==> images/clock_wires.png <==
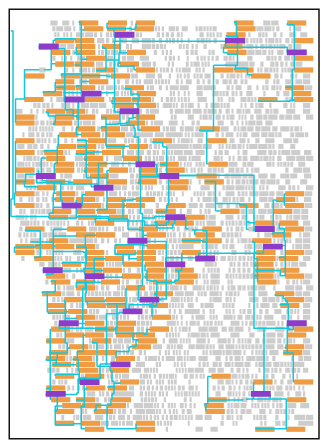
==> images/class_map.png <==
Bar = 50 um.
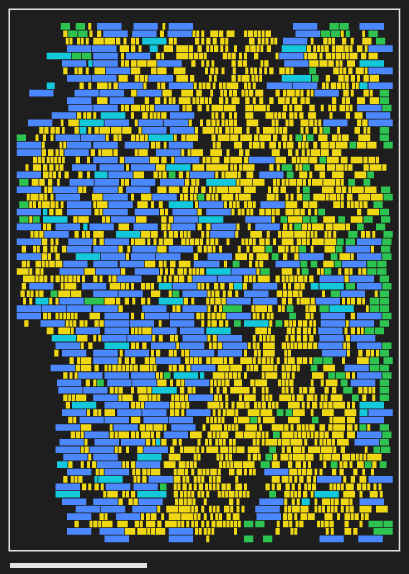
==> images/m1.png <==
Supply wires on this layer in gray. Cells faint in the background.
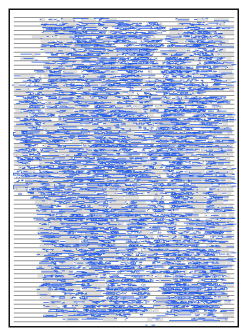
**config.mk**
```make
export PLATFORM = sky130hd
export DESIGN_NAME = vga_pic_win
export DESIGN_NICKNAME = d
export VERILOG_FILES = /design/src/rtl/vga_pic_pkg.sv /design/src/rtl/vga_cfg_rx.sv /design/src/rtl/vga_pic_win.sv
export SDC_FILE = /design/constraint.sdc
export NUM_CORES = 1
export LEC_CHECK = 0
export ABC_AREA = 1
export CAP_MARGIN = 20
export CORE_ASPECT_RATIO = 1.4
export CORE_MARGIN = 2
export CORE_UTILIZATION = 61
export CTS_CLUSTER_DIAMETER = 120
export DETAILED_ROUTE_END_ITERATION = 10
export HOLD_SLACK_MARGIN = 0.1
export PLACE_DENSITY = 0.81
export SKIP_CTS_REPAIR_TIMING = 1
export SYNTH_ARGS = -nofsm -noshare
export SYNTH_HDL_FRONTEND = slang
export SYNTH_SLANG_ARGS = --single-unit
```
**constraint.sdc**
```tcl
create_clock -name vga_clk -period 3.4 [get_ports vga_clk]
set_input_delay 0.51 -clock vga_clk [delete_from_list [all_inputs] [get_ports vga_clk]]
set_output_delay 0.51 -clock vga_clk [all_outputs]
set_load 0.005 [all_outputs]
```
**src/rtl/vga_pic_pkg.sv**
```systemverilog
// Shared definitions for the VGA picture generator: RGB565 colours, mode
// encodings, the window configuration record and the colour-bar palette.
package vga_pic_pkg;

  localparam logic [15:0] RED    = 16'hF800;
  localparam logic [15:0] ORANGE = 16'hFC00;
  localparam logic [15:0] YELLOW = 16'hFFE0;
  localparam logic [15:0] GREEN  = 16'h07E0;
  localparam logic [15:0] CYAN   = 16'h07FF;
  localparam logic [15:0] BLUE   = 16'h001F;
  localparam logic [15:0] PURPLE = 16'hF81F;
  localparam logic [15:0] BLACK  = 16'h0000;
  localparam logic [15:0] WHITE  = 16'hFFFF;
  localparam logic [15:0] GRAY   = 16'hD69A;

  localparam int PAL_N = 10;

  typedef enum logic [1:0] {
    MODE_BARS        = 2'd0,
    MODE_BARS_SPRITE = 2'd1,
    MODE_SOLID       = 2'd2,
    MODE_GRID        = 2'd3
  } mode_e;

  // Field order matches the rx byte order, so the 8 bytes pack straight in.
  typedef struct packed {
    logic [15:0] x0;
    logic [15:0] w;
    logic [15:0] y0;
    logic [15:0] h;
  } win_cfg_t;

  function automatic logic [15:0] bar_color(input logic [3:0] idx);
    case (idx)
      4'd0:    return RED;
      4'd1:    return ORANGE;
      4'd2:    return YELLOW;
      4'd3:    return GREEN;
      4'd4:    return CYAN;
      4'd5:    return BLUE;
      4'd6:    return PURPLE;
      4'd7:    return BLACK;
      4'd8:    return WHITE;
      4'd9:    return GRAY;
      default: return BLACK;
    endcase
  endfunction

endpackage

```
**src/rtl/vga_cfg_rx.sv**
```systemverilog
// Window configuration receiver: assembles 8-byte frames, aborts stale partial
// frames on rx silence, and commits the shadow set only at the frame tick.
module vga_cfg_rx
  import vga_pic_pkg::*;
#(
  parameter int TIMEOUT = 250000
) (
  input  logic       vga_clk,
  input  logic       sys_rst_n,
  input  logic [7:0] pi_data,
  input  logic       pi_flag,
  input  logic       ftick,
  output win_cfg_t   active,
  output logic       win_en,
  output logic       frame_err
);

  localparam int              CNT_W   = $clog2(TIMEOUT + 1);
  localparam logic [CNT_W-1:0] CNT_MAX = CNT_W'(TIMEOUT);

  logic [2:0]       idx;
  logic [7:0]       rx_buf [8];
  win_cfg_t         shadow;
  logic             pend;
  logic [CNT_W-1:0] gap_cnt;
  win_cfg_t         active_next;

  assign active_next = pend ? shadow : active;

  // NOTE: sequential state uses non-blocking (<=) so every register samples
  // pre-edge values regardless of statement order inside the block.
  always_ff @(posedge vga_clk or negedge sys_rst_n) begin
    if (!sys_rst_n) begin
      idx       <= '0;
      shadow    <= '0;
      active    <= '0;
      pend      <= 1'b0;
      win_en    <= 1'b0;
      frame_err <= 1'b0;
      gap_cnt   <= '0;
      // NOTE: the byte buffer is only eight flops, so it is reset like any
      // other register; large RAM arrays would normally be left unreset.
      for (int i = 0; i < 8; i++) rx_buf[i] <= '0;
    end else begin
      frame_err <= 1'b0;

      if (ftick) begin
        active <= active_next;
        pend   <= 1'b0;
        win_en <= (active_next != '0);
      end

      if (pi_flag) begin
        gap_cnt     <= '0;
        idx         <= idx + 3'd1;
        rx_buf[idx] <= pi_data;
        // Last byte lands here; a frame completing on the tick stays pending.
        if (idx == 3'd7) begin
          shadow <= {rx_buf[0], rx_buf[1], rx_buf[2], rx_buf[3],
                     rx_buf[4], rx_buf[5], rx_buf[6], pi_data};
          pend   <= 1'b1;
        end
      end else if (gap_cnt != CNT_MAX) begin
        gap_cnt <= gap_cnt + 1'b1;
        if (gap_cnt == CNT_MAX - 1'b1 && idx != 3'd0) begin
          idx       <= '0;
          frame_err <= 1'b1;
        end
      end
    end
  end

endmodule

```
**src/rtl/vga_pic_win.sv**
```systemverilog
// VGA picture generator: background by mode, bouncing ROM sprite, and a
// UART-programmed window mask, all behind a fixed 2-cycle pixel pipeline.
module vga_pic_win
  import vga_pic_pkg::*;
#(
  parameter int H_VALID  = 640,
  parameter int V_VALID  = 480,
  parameter int COORD_W  = 10,
  parameter int H_PIC    = 50,
  parameter int W_PIC    = 50,
  parameter int ADDR_W   = 12,
  parameter int STEP     = 1,
  parameter int NUM_BARS = 10,
  parameter int TIMEOUT  = 250000
) (
  input  logic               vga_clk,
  input  logic               sys_rst_n,
  input  logic [7:0]         pi_data,
  input  logic               pi_flag,
  input  logic [COORD_W-1:0] pix_x,
  input  logic [COORD_W-1:0] pix_y,
  input  logic [1:0]         mode,
  output logic               rom_rden,
  output logic [ADDR_W-1:0]  rom_addr,
  input  logic [15:0]        rom_data,
  output logic [15:0]        pix_data_out,
  output logic               win_en,
  output logic               frame_err
);

  localparam int                 BAR_W     = H_VALID / NUM_BARS;
  localparam logic [ADDR_W-1:0]  ADDR_LAST = ADDR_W'(H_PIC * W_PIC - 1);
  localparam logic [COORD_W-1:0] X_LIM     = COORD_W'(H_VALID - H_PIC);
  localparam logic [COORD_W-1:0] Y_LIM     = COORD_W'(V_VALID - W_PIC);
  localparam logic [COORD_W-1:0] STEP_C    = COORD_W'(STEP);
  localparam logic [COORD_W:0]   STEP_EXT  = (COORD_W+1)'(STEP);
  localparam logic [COORD_W:0]   HPIC_EXT  = (COORD_W+1)'(H_PIC);
  localparam logic [COORD_W:0]   WPIC_EXT  = (COORD_W+1)'(W_PIC);

  mode_e              mode_q;
  logic               ftick;
  win_cfg_t           active;
  logic [COORD_W-1:0] xm, ym;
  logic               x_neg, y_neg;
  logic               rd_en, win_hit, blank;
  logic [15:0]        bg;
  logic [COORD_W-1:0] bar_q;
  logic [COORD_W:0]   x_end, y_end;
  logic [16:0]        px, py, wx_end, wy_end;
  logic [15:0]        s1_bg;
  logic               s1_sprite, s1_block, s1_blank;

  assign mode_q = mode_e'(mode);
  assign ftick  = (pix_x == COORD_W'(H_VALID - 1)) && (pix_y == COORD_W'(V_VALID - 1));

  vga_cfg_rx #(.TIMEOUT(TIMEOUT)) u_cfg_rx (
    .vga_clk   (vga_clk),
    .sys_rst_n (sys_rst_n),
    .pi_data   (pi_data),
    .pi_flag   (pi_flag),
    .ftick     (ftick),
    .active    (active),
    .win_en    (win_en),
    .frame_err (frame_err)
  );

  // Returns {moving_negative, new_position}; clamps at either wall and turns.
  function automatic logic [COORD_W:0] axis_step(input logic [COORD_W-1:0] pos,
                                                 input logic               neg,
                                                 input logic [COORD_W-1:0] lim);
    logic [COORD_W:0] sum;
    sum = {1'b0, pos} + STEP_EXT;
    if (!neg) return (sum >= {1'b0, lim}) ? {1'b1, lim} : {1'b0, sum[COORD_W-1:0]};
    return (pos <= STEP_C) ? {1'b0, {COORD_W{1'b0}}} : {1'b1, pos - STEP_C};
  endfunction

  always_comb begin
    // NOTE: every always_comb output gets a default first so no path can
    // leave it unassigned and infer a latch.
    bg     = BLACK;
    bar_q  = pix_x / COORD_W'(BAR_W);
    x_end  = {1'b0, xm} + HPIC_EXT;
    y_end  = {1'b0, ym} + WPIC_EXT;
    px     = 17'(pix_x);
    py     = 17'(pix_y);
    wx_end = {1'b0, active.x0} + {1'b0, active.w};
    wy_end = {1'b0, active.y0} + {1'b0, active.h};

    case (mode_q)
      MODE_BARS, MODE_BARS_SPRITE: bg = bar_color(4'(bar_q % COORD_W'(PAL_N)));
      MODE_SOLID:                  bg = GRAY;
      MODE_GRID:                   bg = (pix_x[4:0] == 5'd0 || pix_y[4:0] == 5'd0) ? WHITE : BLACK;
      default:                     bg = BLACK;
    endcase

    rd_en   = (mode_q == MODE_BARS_SPRITE) &&
              (pix_x >= xm) && ({1'b0, pix_x} < x_end) &&
              (pix_y >= ym) && ({1'b0, pix_y} < y_end);
    win_hit = (px >= {1'b0, active.x0}) && (px < wx_end) &&
              (py >= {1'b0, active.y0}) && (py < wy_end);
    blank   = (pix_x >= COORD_W'(H_VALID)) || (pix_y >= COORD_W'(V_VALID));
  end

  // Held low during reset so every output reads 0 while sys_rst_n is asserted.
  assign rom_rden = rd_en & sys_rst_n;

  always_ff @(posedge vga_clk or negedge sys_rst_n) begin
    if (!sys_rst_n) begin
      xm       <= '0;
      ym       <= '0;
      x_neg    <= 1'b0;
      y_neg    <= 1'b0;
      rom_addr <= '0;
    end else if (ftick) begin
      rom_addr       <= '0;
      {x_neg, xm}    <= axis_step(xm, x_neg, X_LIM);
      {y_neg, ym}    <= axis_step(ym, y_neg, Y_LIM);
    end else if (rd_en) begin
      rom_addr <= (rom_addr == ADDR_LAST) ? '0 : rom_addr + 1'b1;
    end
  end

  // The mask decision is taken in S1 against the same window state as win_hit,
  // so the pixel carrying the frame tick is judged consistently.
  always_ff @(posedge vga_clk or negedge sys_rst_n) begin
    if (!sys_rst_n) begin
      s1_bg        <= '0;
      s1_sprite    <= 1'b0;
      s1_block     <= 1'b0;
      s1_blank     <= 1'b0;
      pix_data_out <= '0;
    end else begin
      s1_bg     <= bg;
      s1_sprite <= rd_en;
      s1_block  <= win_en && !win_hit;
      s1_blank  <= blank;

      if (s1_blank || s1_block) pix_data_out <= BLACK;
      else if (s1_sprite)       pix_data_out <= rom_data;
      else                      pix_data_out <= s1_bg;
    end
  end

endmodule

```
==> run summary <==
Status - finished with violations
Violated checks - negative setup slack
Basic Gates by Area - 22.4%
Detailed placement HPWL - 30,400 um
Diodes inserted - 0
Sequential share of cell area - 35.6%
Drt initial violations - 813
Top sig layer - met4
Largest area contributor in the netlist - dfrtp_1
R2R Path Start - u_cfg_rx.active[0]
TNS Setup - -0.0122 ns
Placed cells - 2,455
Top Registers - u_cfg_rx.active: 64 flops, u_cfg_rx.shadow: 64 flops, u_cfg_rx.rx_buf: 56 flops
Register share after synthesis - 41.0%
Antenna Nets Post-Route - 0
Overall routing resource usage - 29.5%
Top cells by area - dfrtp_1 41%, nand2_1 12%, ha_1 9.7%
Initial Util - 62.2%
Launch point of the worst path - ym[1]
DR WL met2 - 20,600 um
Fin. max-slew vios - 0
CTS sink count - 268
Final Util - 71.8%
R2R Setup Slk - 0.32 ns
DRT met1 WL - 16,300 um
Unique cell types - 50
Final setup violation count - 1
Pleak - 9.59 nW
First-pass GRT wire length - 67,500 um
Clk slew on worst S/H paths - 0.07 ns
Xor/xnor share - 3.16%
FA/HA/MAJ Cells, Area Fraction - 9.96%
End of the critical path - rom_rden
Most numerous cell in the Yosys netlist - nand2_1
Mapped Area - 16,400 um2
# fillers - 2,025
Final Instance Area - 18,900 um2
Grt peak-use layer - met2
Worst slew margin - 33.8%
Final setup margin - -0.0122 ns
Largest cell class by area - multi-input combinational cells
WL/cell - 16.2 um
## Picture notes: clock_wires.png
Key: clock-net drivers = purple [count 28]; flip-flops = orange [count 268]; clock wires = cyan [length 3,130 um]
Position of the flops: spread over the die. There are 29 routed clock nets.

## Picture notes: class_map.png
Key: registers = blue [cells 268]; remaining buffers and delay cells = green [cells 146]; remaining logic cells = yellow [cells 1,726]; clock drivers and dummy loads = cyan [cells 50]

## Picture notes: m1.png
The layer holds 40% of the routed length. 2,184 nets have wire on it.

## critical path, cell delays in order, from the launching register on
cell	delay, ns
dfrtp_1	0.39
buf_4	0.17
nand2_4	0.08
nand2_4	0.06
nand2_2	0.07
xor2_1	0.16
ha_1	0.26
a21o_1	0.17
nand3_2	0.06
nand2_1	0.05
o21bai_1	0.14
nor2_1	0.13
nand2_1	0.11
nor2_4	0.14
nand2_4	0.06
nor2_4	0.14
clkbuf_2	0.13
## where the power goes
| part | total (mW) | switching [mW] | internal [mW] |
|---|---|---|---|
| Combinational | 1.63 | 0.929 | 0.698 |
| Clock | 3.18 | 1.32 | 1.87 |
| Sequential | 4.24 | 0.377 | 3.86 |
No activity file was given, so power comes from the tool's default toggle rates.
